--- src/rtl/kavach_timing_supervisor_pkg.sv ---
// Shared types for the Kavach timing supervisor.
// Holds the FSM state codes and the monitor severity codes.
package kavach_pkg;

  typedef enum logic [2:0] {
    IDLE     = 3'd0,
    WAIT_RDY = 3'd1,
    CALIB    = 3'd2,
    ARMED    = 3'd3,
    ALARM    = 3'd4,
    FAULT    = 3'd5
  } state_t;

  localparam logic [1:0] SEV_NONE = 2'd0;
  localparam logic [1:0] SEV_LOW  = 2'd1;
  localparam logic [1:0] SEV_MID  = 2'd2;
  localparam logic [1:0] SEV_HIGH = 2'd3;

endpackage

--- src/rtl/kavach_timing_supervisor_if.sv ---
// Monitor-facing bundle: the monitor drives ready/period/severity
// and receives period_cfg/use_cfg from the supervisor.
interface kavach_mon_if #(
  parameter int CNT_WIDTH = 16
);
  logic                 monitor_ready;
  logic [CNT_WIDTH-1:0] measured_period;
  logic [1:0]           severity;
  logic [CNT_WIDTH-1:0] period_cfg;
  logic                 use_cfg;

  modport master (
    output monitor_ready, measured_period, severity,
    input  period_cfg, use_cfg
  );

  modport slave (
    input  monitor_ready, measured_period, severity,
    output period_cfg, use_cfg
  );
endinterface

--- src/rtl/kavach_timing_supervisor_cal_accum.sv ---
// Calibration accumulator: sample count, sum, min/max, bad flag.
// Ports: clr, sample_en, sample in; done, avg, fail out.
module kavach_cal_accum #(
  parameter int                   CNT_WIDTH  = 16,
  parameter int                   CAL_LOG2   = 3,
  parameter logic [CNT_WIDTH-1:0] CAL_SPREAD = 2
) (
  input  logic                 clk,
  input  logic                 rst_n,
  input  logic                 clr,
  input  logic                 sample_en,
  input  logic [CNT_WIDTH-1:0] sample,
  output logic                 done,
  output logic [CNT_WIDTH-1:0] avg,
  output logic                 fail
);

  localparam int SW = CNT_WIDTH + CAL_LOG2;

  logic [CAL_LOG2:0]    cnt;
  logic [SW-1:0]        sum;
  logic [CNT_WIDTH-1:0] mn;
  logic [CNT_WIDTH-1:0] mx;
  logic                 bad;

  // cnt top bit set means the full sample set is in
  assign done = cnt[CAL_LOG2];
  assign avg  = sum[SW-1:CAL_LOG2];
  assign fail = bad || ((mx - mn) > CAL_SPREAD);

  always_ff @(posedge clk or negedge rst_n) begin
    if (!rst_n) begin
      cnt <= '0;
      sum <= '0;
      mn  <= '1;
      mx  <= '0;
      bad <= 1'b0;
    end else if (clr) begin
      cnt <= '0;
      sum <= '0;
      mn  <= '1;
      mx  <= '0;
      bad <= 1'b0;
    end else if (sample_en && !done) begin
      cnt <= cnt + 1'b1;
      sum <= sum + {{CAL_LOG2{1'b0}}, sample};
      if (sample < mn) mn <= sample;
      if (sample > mx) mx <= sample;
      if (sample == '0 || sample == '1) bad <= 1'b1;
    end
  end

endmodule

--- src/rtl/kavach_timing_supervisor.sv ---
// Kavach supervisor: warm-up wait, period calibration, arm, alarm.
// Ports: start/abort/clear_req in, mon bundle, status outputs.
module kavach_timing_supervisor
  import kavach_pkg::*;
#(
  parameter int                   CNT_WIDTH     = 16,
  parameter int                   CAL_LOG2      = 3,
  parameter logic [15:0]          SAMPLE_GAP    = 16'd64,
  parameter logic [CNT_WIDTH-1:0] CAL_SPREAD    = 2,
  parameter logic [19:0]          READY_TIMEOUT = 20'd1000000,
  parameter logic [7:0]           ESC_CYCLES    = 8'd4,
  parameter logic [1:0]           ALARM_SEV     = SEV_MID
) (
  input  logic        clk,
  input  logic        rst_n,
  input  logic        start,
  input  logic        abort,
  input  logic        clear_req,
  output logic        clear_ack,
  kavach_mon_if.slave mon,
  output logic        armed,
  output logic        alarm,
  output logic [1:0]  alarm_sev,
  output logic        cal_fail,
  output logic        busy,
  output logic [2:0]  state_o
);

  state_t state;
  state_t nxt;

  logic [15:0]          gap;
  logic [19:0]          tmo;
  logic [7:0]           esc;
  logic                 gap_end;
  logic                 sev_hit;
  logic                 acc_clr;
  logic                 acc_en;
  logic                 acc_done;
  logic                 acc_fail;
  logic [CNT_WIDTH-1:0] acc_avg;

  assign gap_end = (gap == SAMPLE_GAP - 16'd1);
  assign sev_hit = (mon.severity >= ALARM_SEV);
  assign acc_clr = abort || (state != CALIB);
  assign acc_en  = (state == CALIB) && gap_end && !abort;

  kavach_cal_accum #(
    .CNT_WIDTH (CNT_WIDTH),
    .CAL_LOG2  (CAL_LOG2),
    .CAL_SPREAD(CAL_SPREAD)
  ) u_acc (
    .clk      (clk),
    .rst_n    (rst_n),
    .clr      (acc_clr),
    .sample_en(acc_en),
    .sample   (mon.measured_period),
    .done     (acc_done),
    .avg      (acc_avg),
    .fail     (acc_fail)
  );

  always_comb begin
    nxt = state;
    if (abort) begin
      nxt = IDLE;
    end else if (clear_req && state == ALARM) begin
      nxt = CALIB;
    end else if (clear_req && state == FAULT) begin
      nxt = IDLE;
    end else begin
      case (state)
        IDLE:
          if (start) nxt = WAIT_RDY;
        WAIT_RDY:
          if (mon.monitor_ready) nxt = CALIB;
          else if (tmo == READY_TIMEOUT - 20'd1) nxt = FAULT;
        CALIB:
          if (acc_done) nxt = acc_fail ? FAULT : ARMED;
        ARMED:
          if (sev_hit && esc == ESC_CYCLES - 8'd1) nxt = ALARM;
        ALARM: nxt = ALARM;
        FAULT: nxt = FAULT;
        default: nxt = IDLE;
      endcase
    end
  end

  always_ff @(posedge clk or negedge rst_n) begin
    if (!rst_n) begin
      state          <= IDLE;
      gap            <= '0;
      tmo            <= '0;
      esc            <= '0;
      mon.period_cfg <= '0;
      mon.use_cfg    <= 1'b0;
      armed          <= 1'b0;
      alarm          <= 1'b0;
      alarm_sev      <= '0;
      cal_fail       <= 1'b0;
      busy           <= 1'b0;
      clear_ack      <= 1'b0;
      state_o        <= '0;
    end else begin
      state <= nxt;

      if (abort || state != CALIB || gap_end) gap <= '0;
      else gap <= gap + 16'd1;

      if (!abort && state == WAIT_RDY) tmo <= tmo + 20'd1;
      else tmo <= '0;

      if (!abort && state == ARMED && sev_hit) esc <= esc + 8'd1;
      else esc <= '0;

      if (!abort && state == CALIB && acc_done && !acc_fail)
        mon.period_cfg <= acc_avg;

      // entry latches the triggering severity, then tracks the max
      if (nxt != ALARM) alarm_sev <= '0;
      else if (state == ARMED) alarm_sev <= mon.severity;
      else if (mon.severity > alarm_sev) alarm_sev <= mon.severity;

      clear_ack <= !abort && clear_req &&
                   (state == ALARM || state == FAULT);

      mon.use_cfg <= (nxt == ARMED) || (nxt == ALARM);
      armed       <= (nxt == ARMED);
      alarm       <= (nxt == ALARM);
      cal_fail    <= (nxt == FAULT);
      busy        <= (nxt == WAIT_RDY) || (nxt == CALIB);
      state_o     <= nxt;
    end
  end

endmodule

--- src/flat_wrapper.sv ---
// flat-port wrapper written by rule: the top's interface ports become plain ports
module kavach_timing_supervisor_flat import kavach_pkg::*;
#(
  parameter int                   CNT_WIDTH     = 16,
  parameter int                   CAL_LOG2      = 3,
  parameter logic [15:0]          SAMPLE_GAP    = 16'd64,
  parameter logic [CNT_WIDTH-1:0] CAL_SPREAD    = 2,
  parameter logic [19:0]          READY_TIMEOUT = 20'd1000000,
  parameter logic [7:0]           ESC_CYCLES    = 8'd4,
  parameter logic [1:0]           ALARM_SEV     = SEV_MID
)
  (clk, rst_n, start, abort, clear_req, clear_ack, armed, alarm, alarm_sev, cal_fail, busy, state_o, mon_monitor_ready, mon_measured_period, mon_severity, mon_period_cfg, mon_use_cfg);
  kavach_mon_if #(.CNT_WIDTH(CNT_WIDTH)) mon_i ();
  input  logic clk;
  input  logic rst_n;
  input  logic start;
  input  logic abort;
  input  logic clear_req;
  output logic clear_ack;
  output logic armed;
  output logic alarm;
  output logic [1:0] alarm_sev;
  output logic cal_fail;
  output logic busy;
  output logic [2:0] state_o;
  input wire logic [$bits(mon_i.monitor_ready)-1:0] mon_monitor_ready;
  input wire logic [$bits(mon_i.measured_period)-1:0] mon_measured_period;
  input wire logic [$bits(mon_i.severity)-1:0] mon_severity;
  output wire logic [$bits(mon_i.period_cfg)-1:0] mon_period_cfg;
  output wire logic [$bits(mon_i.use_cfg)-1:0] mon_use_cfg;
  assign mon_i.monitor_ready = mon_monitor_ready;
  assign mon_i.measured_period = mon_measured_period;
  assign mon_i.severity = mon_severity;
  assign mon_period_cfg = mon_i.period_cfg;
  assign mon_use_cfg = mon_i.use_cfg;
  kavach_timing_supervisor #(.CNT_WIDTH(CNT_WIDTH), .CAL_LOG2(CAL_LOG2), .SAMPLE_GAP(SAMPLE_GAP), .CAL_SPREAD(CAL_SPREAD), .READY_TIMEOUT(READY_TIMEOUT), .ESC_CYCLES(ESC_CYCLES), .ALARM_SEV(ALARM_SEV)) u_core (.clk(clk), .rst_n(rst_n), .start(start), .abort(abort), .clear_req(clear_req), .clear_ack(clear_ack), .mon(mon_i), .armed(armed), .alarm(alarm), .alarm_sev(alarm_sev), .cal_fail(cal_fail), .busy(busy), .state_o(state_o));
endmodule
--- config.mk ---
export PLATFORM = sky130hd
export DESIGN_NAME = kavach_timing_supervisor_flat
export DESIGN_NICKNAME = d
export VERILOG_FILES = /design/src/rtl/kavach_timing_supervisor_pkg.sv /design/src/rtl/kavach_timing_supervisor_if.sv /design/src/rtl/kavach_timing_supervisor_cal_accum.sv /design/src/rtl/kavach_timing_supervisor.sv /design/src/flat_wrapper.sv
export SDC_FILE = /design/constraint.sdc
export NUM_CORES = 1
export LEC_CHECK = 0
export ABC_AREA = 1
export CORE_ASPECT_RATIO = 1.1
export CORE_MARGIN = 5
export CORE_UTILIZATION = 55
export CTS_CLUSTER_DIAMETER = 120
export DETAILED_ROUTE_END_ITERATION = 10
export PLACE_DENSITY_LB_ADDON = 0.05
export SETUP_SLACK_MARGIN = 0.05
export SYNTH_ARGS = -nofsm -noshare
export SYNTH_HDL_FRONTEND = slang
export SYNTH_SLANG_ARGS = --single-unit
export TNS_END_PERCENT = 50
--- constraint.sdc ---
create_clock -name clk -period 2.4 [get_ports clk]
set_input_delay 0.48 -clock clk [delete_from_list [all_inputs] [get_ports clk]]
set_output_delay 0.48 -clock clk [all_outputs]
set_load 0.01 [all_outputs]
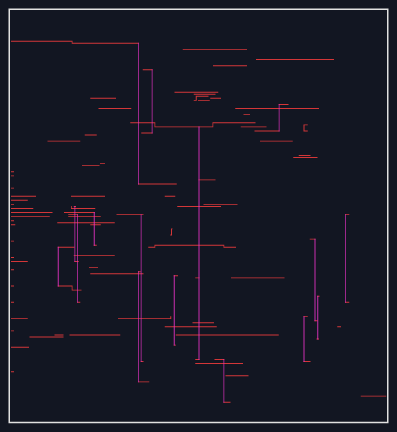
Fig. 1. Wiring by layer (run 1).
Drawn at 3 px/um. Two of the layers only.
legend:
  magenta:
    layer: met4
    wire_length: 435 um
  red:
    layer: met3
    wire_length: 754 um
Total GRT Usage: 23.7%
Total Routed Length: 20.7 mm
Via Count: 7406
drt wl/cell: 14.7 um

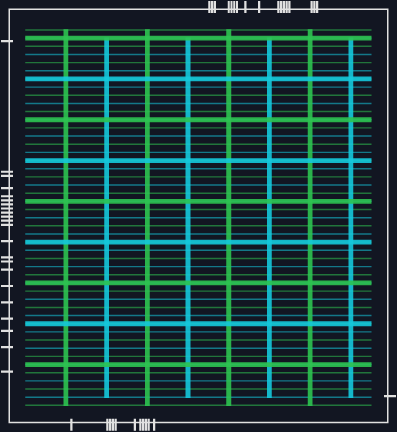
Fig. 2. Floorplan with the power grid (run 1).
Drawn at 3 px/um. Pins as bars on the die edge.
legend:
  green:
    net: VSS
  cyan:
    net: VDD
met4 straps: 8
rows: 46
signal pins: 51
met5 straps: 9
met1 rails: 47
Core Area: 14400 um^2
Die Wd: 126 um
Die Ht: 137 um

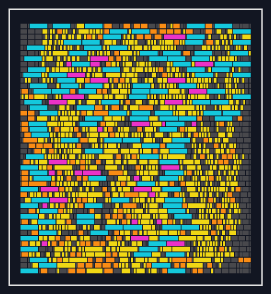
Fig. 3. Cells coloured by class (run 1).
Drawn at 2 px/um. Fill, decap, tap and diode cells in grey.
legend:
  cyan:
    class: flip-flops
    cells: 127
    share_of_their_area: 30%
  yellow:
    class: all other logic
    cells: 870
    share_of_their_area: 50%
  orange:
    class: other buffers and delay cells
    cells: 184
    share_of_their_area: 15%
  magenta:
    class: clock drivers and dummy loads
    cells: 32
    share_of_their_area: 5.5%

run 1: worst reg2reg max path, delay by kind of cell, from the launching register on:
| family | cells | cell delay, ns |
|---|---|---|
| AOI/OAI and AO/OA | 1 | 0.05 |
| muxes | 1 | 0.30 |
| DFF | 1 | 0.36 |
| buffers and inverters | 4 | 0.42 |
| and+or+nand+nor | 7 | 0.66 |
| adders and majority gates | 2 | 0.69 |
run 1: area by class of cell:
class	count	area, um^2
Tap cell	192	240
Clock inverter	14	158
Sequential cell	127	3200
Timing Repair Buffer	184	1640
Multi-Input combinational cell	687	4630
Inverter	183	701
Clock buffer	18	439
Fill cell	1021	3440
run 1: where the power goes:
part | switching, uW | internal, uW
logic | 431 | 340
registers | 24.9 | 2180
clock network | 1030 | 1570
==> out/results.ini, run 1 <==
[status]
outcome = complete, but fails checks
violations = setup timing

[placed_design]
gp_congestion = 0.902
pre_cts_slack_ns = -0.505
io_buffers = 50
place_area_um2 = 9690

[drt]
remaining_drc_errors = 0
met2_length_mm = 9.99
drtIter0Drc = 410
wl_met3_um = 754
drt-met1-wl_mm = 9.50
vias_per_cell = 5.27
first_pass_iters = 5
highest_layer = met4

[yosys]
ys_sh_xor_pct = 0.758
adder_share_pct = 11.0
yosysWarnings = 0
common_cells = nand2_1, inv_1, dfrtp_1, a21oi_1, nor2_1
fp_nets = 1103
synth-main-ff-cell = dfrtp_1
syn_inst = 1009
edf_count = 0
synthTopLogicFamily = simple AND/OR/NAND/NOR gates
yosys.area_share.aoi_pct = 15.0
yosysTopAreaCellShare_pct = 34.3
ys_area_um2 = 8090
ys_sh_mux_pct = 0.557

[finish]
final_core_util_pct = 76.2
largest_reg_flops = 20
final_area_um2 = 11000
layout.cells.non_filler = 1405
area_growth_pct = 36.0

[final_timing]
hold_viol_final = 0
min_period_ns = 2.61
drv_slew = 0
finalSetupTns_ns = -4.00
setup_slack_ns = -0.212
rsz0062_at_grt = yes
clock.fmax_mhz = 383
holdWs_ns = 0.469
setup_violations = 35
worst_slew_pin_slew_ns = 0.400
slew-limit-headroom_pct = 73.1
period_used_pct = 109

[pwr]
vdd_drop_max_mv = 0.464
p_leak_uw = 0.00529

[setup_path]
r2r-end = u_core.mon.period_cfg[9]$_DFFE_PN0P_
worst-r2r-cell-count = 15
worst_ep_required_time_ns = 2.70
worst-path-stages = 15
timing.rr.start = u_core.u_acc.mx[0]$_DFFE_PN0P_
crit_slowest_cell = fa_2
criticalPathCategory = reg2reg
cp-start-kind = flop
critPathCaptureType = flop
critPathMaxFanout = 6
worst_ep_arrival_time_ns = 2.91
reg2reg_setup_slack_ns = -0.21
cpLargestDelayFamily = adder cells
path_cells = inv_2 -> ha_4 -> fa_2 -> o21ai_2 -> nor2_2 -> nand2_1 -> inv_1 -> nand3_1 -> nor2_1 -> nand3_1 -> nor2_1 -> buf_4 -> nand4_1 -> buf_6 -> mux2_4

[clock_tree]
hold_buffers = 1
cts_buffers = 17
cts_htree_levels = 4
ctsResizeCount = 41
cts_max_path_buffers = 2
worstSkewPairLatency_ns = 0.42
cts_tree = yes
post_cts_buffers = 2
cts_num_sinks = 127

[global_route]
gr-total-overflow = 0
first_global_vias = 7244
gr-usage-met2_pct = 39.0
grt_max_degree = 42
met1_usage_pct = 32.3
grt_pass1_wl_mm = 33.3

[die]
die_area_um2 = 17200
num_rows = 46
ios = 51

[hold_path]
hold_path.class = reg2reg
holdPathEnd = u_core.tmo[0]$_DFF_PN0_
min_from = u_core.tmo[0]$_DFF_PN0_

[flow_run]
openroad.warnings = 28
maxCapViolCount = 0

==> run 1 -> run 2 <==
- ABC_AREA: 1 -> default
- CORE_UTILIZATION: 55 -> 54
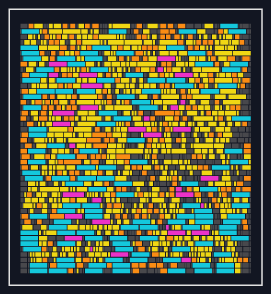
Fig. 4. Cells coloured by class (run 2).
Drawn at 2 px/um. Fill, decap, tap and diode cells in grey.
legend:
  magenta:
    class: clock drivers and dummy loads
    cells: 32
    share_of_their_area: 5.6%
  orange:
    class: other buffers and delay cells
    cells: 251
    share_of_their_area: 19%
  yellow:
    class: all other logic
    cells: 661
    share_of_their_area: 47%
  cyan:
    class: flip-flops
    cells: 127
    share_of_their_area: 28%
Final Cell Area: 11500 um^2
flop share of the area: 27.9%
# rows: 46

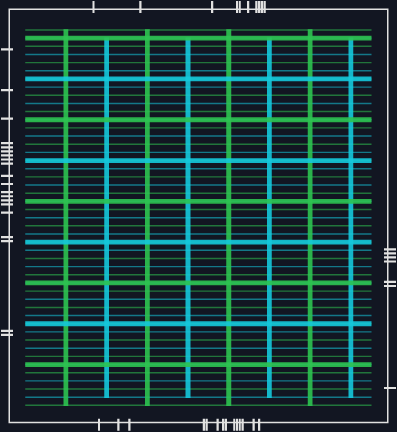
Fig. 5. Floorplan with the power grid (run 2).
Drawn at 3 px/um. Pins as bars on the die edge.
legend:
  cyan:
    net: VDD
  green:
    net: VSS
signal pins: 51
met4 straps: 8
met5 straps: 9
rows: 46
met1 rails: 47

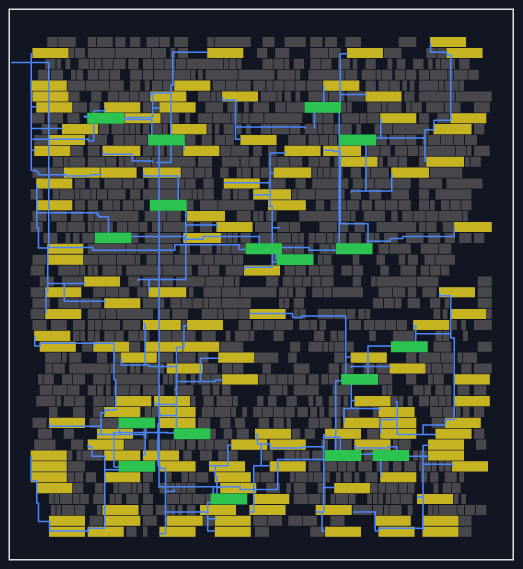
Fig. 6. Clock wires, drivers and flops (run 2).
Drawn at 4 px/um.
legend:
  green:
    item: cells driving clock nets
    count: 17
  blue:
    item: clock wires
    length: 1760 um
  yellow:
    item: flip-flops
    count: 127
flops lie: all over the die

==> run 2 against run 1 <==
- non-clock buffer count rose by 67
- highest routed layer unchanged
- critical endpoint is now u_core.mon.period_cfg[10]$_DFFE_PN0P_
- fmax fell by 20%
- critical path type unchanged
- the flow still finishes with violations (setup timing)
- sequential share of layout area fell by 1.2 points
==> out/results.ini, run 2 <==
[finish]
layout.cells.non_filler = 1263  ; -10%
largest_reg_flops = 20  ; unchanged
area_growth_pct = 44.4
final_core_util_pct = 79.4  ; +3.2 points

[pwr]
power_leader = the clock network
p_leak_uw = 0.00539  ; +2.0%
p_int_uw = 4970  ; +21%
pwr-share-comb_pct = 27.9  ; +14 points
switchingPower_uw = 2100  ; +42%
switching_share_pct = 29.7  ; +3.1 points
p_clk_uw = 2740  ; +5%
p_clk_share_pct = 38.8  ; -7.9 points

[global_route]
grt_pass1_wl_mm = 37.7  ; +13%
track_usage_pct = 27.2  ; +3.6 points
first_global_vias = 7657  ; +5.7%
grt_max_degree = 42  ; unchanged

[yosys]
edf_count = 0  ; unchanged
topCellsByArea = dfrtp_1, ha_1, dfstp_2
ys_sh_xor_pct = 6.17  ; +5.4 points
ys_area_um2 = 7950  ; -1.8%
fp_nets = 905  ; -18%
yosys.area_share.aoi_pct = 15.6  ; +0.53 points
yosysTopAreaCellShare_pct = 35.0  ; +0.64 points
syn_inst = 811  ; -20%
synthTopLogicFamily = simple AND/OR/NAND/NOR gates
synth-main-ff-cell = dfrtp_1
yosysWarnings = 0  ; unchanged
ys_sh_mux_pct = 4.79  ; +4.2 points
adder_share_pct = 11.2  ; +0.20 points

[placed_design]
gp_congestion = 0.934  ; +3.5%
place_area_um2 = 10200  ; +4.8%
pre_cts_slack_ns = -0.915  ; -0.410 ns
io_buffers = 50  ; unchanged

[drt]
remaining_drc_errors = 0  ; unchanged
route.vias.total = 7377  ; -0.39%
first_pass_iters = 5  ; unchanged
routed_wl_mm = 24.2  ; +17%
drtIter0Drc = 543  ; +32%
wl_per_cell_um = 19.2  ; +30%

[final_timing]
period_used_pct = 136  ; +27 points
hold_viol_final = 0  ; unchanged
holdWs_ns = 0.0200  ; -0.449 ns
setup_violations = 45  ; +29%
rsz0062_at_grt = yes
setup_slack_ns = -0.869  ; -0.657 ns
min_period_ns = 3.27  ; +0.657 ns
drv_slew = 0  ; unchanged
finalSetupTns_ns = -20.39  ; -16.39 ns
slew-limit-headroom_pct = 65.8  ; -7.3 points
worst_slew_pin_slew_ns = 0.513  ; +0.113 ns

[setup_path]
cp-start-kind = flop
path_cells = inv_2 -> ha_1 -> a221o_1 -> nor4_4 -> o2111ai_2 -> a2111oi_4 -> nand4_1 -> or3_4 -> buf_12 -> mux2_4
reg2reg_setup_slack_ns = -0.87  ; -0.66 ns
criticalPathCategory = reg2reg
timing.rr.start = u_core.u_acc.mn[10]$_DFFE_PN1P_
worst_ep_arrival_time_ns = 3.58  ; +0.67 ns
crit_slowest_cell = dfstp_2
critPathCaptureType = flop
worst-path-stages = 10  ; -5
crit_start = u_core.u_acc.mn[10]$_DFFE_PN1P_
r2r-end = u_core.mon.period_cfg[10]$_DFFE_PN0P_
worst-r2r-cell-count = 10  ; -5

[status]
outcome = complete, but fails checks
violations = setup timing

[die]
initCoreUtil_pct = 55.0
fp.dieH_um = 137  ; unchanged
die_area_um2 = 17200  ; unchanged
ios = 51  ; unchanged
core_area_um2 = 14400  ; unchanged
chipWidth_um = 126  ; unchanged

[clock_tree]
hold_buffers = 0  ; -1
cts_max_path_buffers = 2  ; unchanged
ctsResizeCount = 51  ; +24%
cts_tree = yes
cts_buffers = 17  ; unchanged
cts_num_sinks = 127  ; unchanged
post_cts_buffers = 11  ; +9
worstSkewPairLatency_ns = 0.43  ; about the same

[flow_run]
openroad.warnings = 29  ; +3.6%
maxCapViolCount = 0  ; unchanged

[hold_path]
hold_path.class = in2async

## run 2: cell count changes after synthesis, sizes merged, moves of 17 or more
cell / change
nand2: -168
inv: -128
a21oi: -50
xor2: +30
nor3: -22
o21ai: -21
o22ai: -21
xnor2: +19
mux2i: +17
nand3: -17
## run 2: layer usage
metal	GRT usage (%)	part of all wire [%]
met3	4.89	3.9
met2	47.6	51
met4	9.28	2.2
met1	34.3	43
met5	0	0
## run 2: final cells by class
cell class	instances	area [um^2]
clock buffer	21	470
fill	915	2970
multi-input combinational	607	5060
tap	192	240
sequential	127	3200
clock inverter	11	154
timing repair buffer	251	2140
inverter	54	205
## run 2: kinds of logic after synthesis
group / count (synthesis)
simple gates: 276
compound gates: 171
flops: 127
buf+inv: 78
fa+ha+maj: 70
xor+xnor: 56
mux: 33
==> run 2 -> run 3 <==
- CAP_MARGIN: default -> 20
- GPL_TIMING_DRIVEN: default -> 0
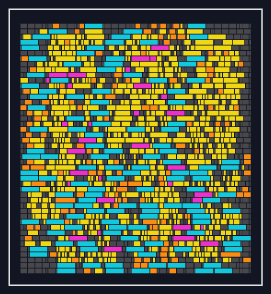
Fig. 7. Cells coloured by class (run 3).
Drawn at 2 px/um. Fill, decap, tap and diode cells in grey.
legend:
  magenta:
    class: clock drivers and dummy loads
    cells: 32
    share_of_their_area: 5.4%
  yellow:
    class: all other logic
    cells: 660
    share_of_their_area: 52%
  cyan:
    class: flip-flops
    cells: 127
    share_of_their_area: 31%
  orange:
    class: other buffers and delay cells
    cells: 123
    share_of_their_area: 11%

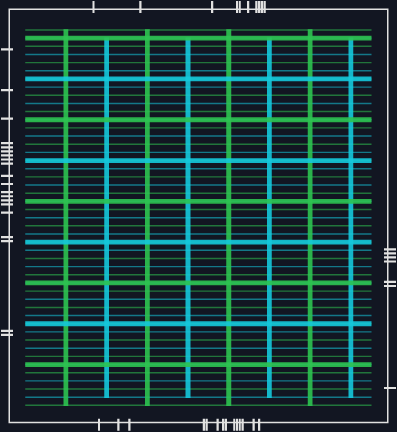
Fig. 8. Floorplan with the power grid (run 3).
Drawn at 3 px/um. Pins as bars on the die edge.
legend:
  green:
    net: VSS
  cyan:
    net: VDD
rows: 46
met4 straps: 8
signal pins: 51
maximum vdd ir drop: 0.485 mV

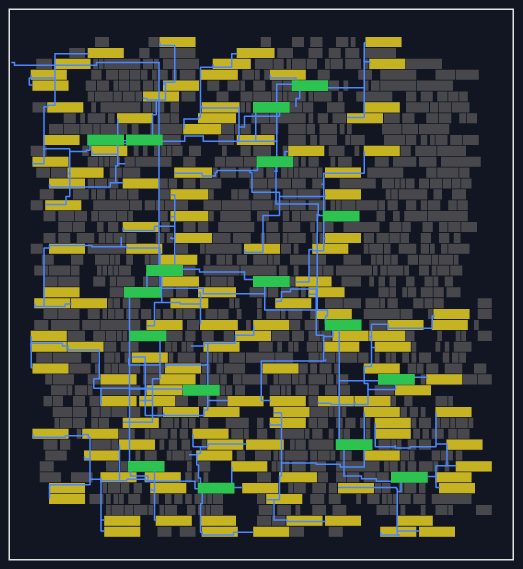
Fig. 9. Clock wires, drivers and flops (run 3).
Drawn at 4 px/um.
legend:
  green:
    item: cells driving clock nets
    count: 17
  yellow:
    item: flip-flops
    count: 127
  blue:
    item: clock wires
    length: 1760 um
flops lie: all over the die
routed clock nets: 18

==> run 3 against run 2 <==
- the run still ends with setup timing left
- register-to-register slack got worse by 0.20 ns
- synthesized cell count unchanged
- non-clock buffer count decreased by 128
- global-route usage decreased by 2.0 points
- count of clock-buffer cells in the layout decreased by 2
- highest routed layer unchanged
- critical path type unchanged
- wire length decreased by 12%
- critical path depth increased by 2
==> out/results.ini, run 3 <==
[drt]
remaining_drc_errors = 0  ; unchanged
drtIter0Drc = 510  ; -6.1%
wl_met3_um = 867  ; -8.8%
route.vias.total = 6773  ; -8.2%
wl_per_cell_um = 18.9  ; -1.4%
first_pass_iters = 5  ; unchanged
highest_layer = met4
routed_wl_mm = 21.4  ; -12%

[die]
die_area_um2 = 17200  ; unchanged
initCoreUtil_pct = 55.0  ; unchanged
chipWidth_um = 126  ; unchanged
fp.dieH_um = 137  ; unchanged
ios = 51  ; unchanged
core_area_um2 = 14400  ; unchanged

[status]
violations = setup timing
outcome = complete, but fails checks

[setup_path]
critPathCaptureType = flop
worst-r2r-cell-count = 12  ; +2
worst-path-stages = 12  ; +2
worst_ep_arrival_time_ns = 3.77  ; +0.19 ns
reg2reg_setup_slack_ns = -1.07  ; -0.20 ns
timing.rr.start = u_core.u_acc.mn[13]$_DFFE_PN1P_
criticalPathCategory = reg2reg
cp-start-kind = flop
r2r-end = u_core.mon.period_cfg[8]$_DFFE_PN0P_
path_cells = inv_1 -> ha_4 -> inv_2 -> a221o_1 -> nor4_2 -> o2111ai_2 -> a2111oi_4 -> nand4_1 -> or3_1 -> buf_6 -> buf_12 -> mux2_4

[clock_tree]
cts_num_sinks = 127  ; unchanged
hold_buffers = 0  ; unchanged
cts_tree = yes

[yosys]
syn_inst = 811  ; unchanged
yosys.area_share.aoi_pct = 15.6  ; unchanged
topCellsByArea = dfrtp_1, ha_1, dfstp_2
yosysTopAreaCellShare_pct = 35.0  ; unchanged
edf_count = 0  ; unchanged
ys_area_um2 = 7950  ; unchanged
synthTopLogicFamily = simple AND/OR/NAND/NOR gates
fp_nets = 905  ; unchanged
synth-main-ff-cell = dfrtp_1
ys_sh_xor_pct = 6.17  ; unchanged

[placed_design]
gp_congestion = 0.886  ; -5.1%
pre_cts_slack_ns = -1.50  ; -0.587 ns
place_area_um2 = 8950  ; -12%
io_buffers = 50  ; unchanged

[final_timing]
drv_slew = 0  ; unchanged
slew-limit-headroom_pct = 59.9  ; -5.9 points
hold_viol_final = 0  ; unchanged
setup_slack_ns = -1.07  ; -0.197 ns
finalSetupTns_ns = -25.73  ; -5.34 ns
setup_violations = 68  ; +51%
period_used_pct = 144  ; +8.2 points

[finish]
final_core_util_pct = 72.5  ; -6.9 points
final_area_um2 = 10500  ; -8.7%
area_growth_pct = 31.9
fillers = 1051  ; +15%

[flow_run]
openroad.warnings = 29  ; unchanged
maxCapViolCount = 0  ; unchanged

[hold_path]
hold_path.class = in2async

[global_route]
met1_usage_pct = 32.8  ; -1.4 points
grt_most_used_layer = met2
grt_pass1_wl_mm = 35.1  ; -7.1%
gr-usage-met2_pct = 42.7  ; -4.9 points

[pwr]
p_leak_uw = 0.00465  ; -14%

[run 3: cell counts after synthesis]
No cell type changed its count.
[run 3: cell type report]
cell class / count / area, um^2 / area share (%)
tap: 192 / 240 / 2.29
clock buffer: 19 / 443 / 4.23
timing repair buffer: 103 / 990 / 9.44
buffer: 20 / 173 / 1.65
sequential: 127 / 3200 / 30.5
clock inverter: 13 / 113 / 1.07
inverter: 54 / 205 / 1.96
multi-input combinational: 606 / 5110 / 48.8
[run 3: report_power, final]
part	internal [uW]	leakage (uW)	switching, uW
Sequential	2260	0.00171	106
Clock	1450	0.000270	1000
Combinational	809	0.00268	926
[run 3: what timing repair did]
| action | CTS | global route |
|---|---|---|
| endpoints found under the setup margin | 92 | 91 |
| buffers inserted | 35 | 15 |
| resized | 98 | 46 |
| pin swaps | 32 | 33 |
| cloned | 3 | 0 |
Power is estimated from default activity; no workload was simulated.
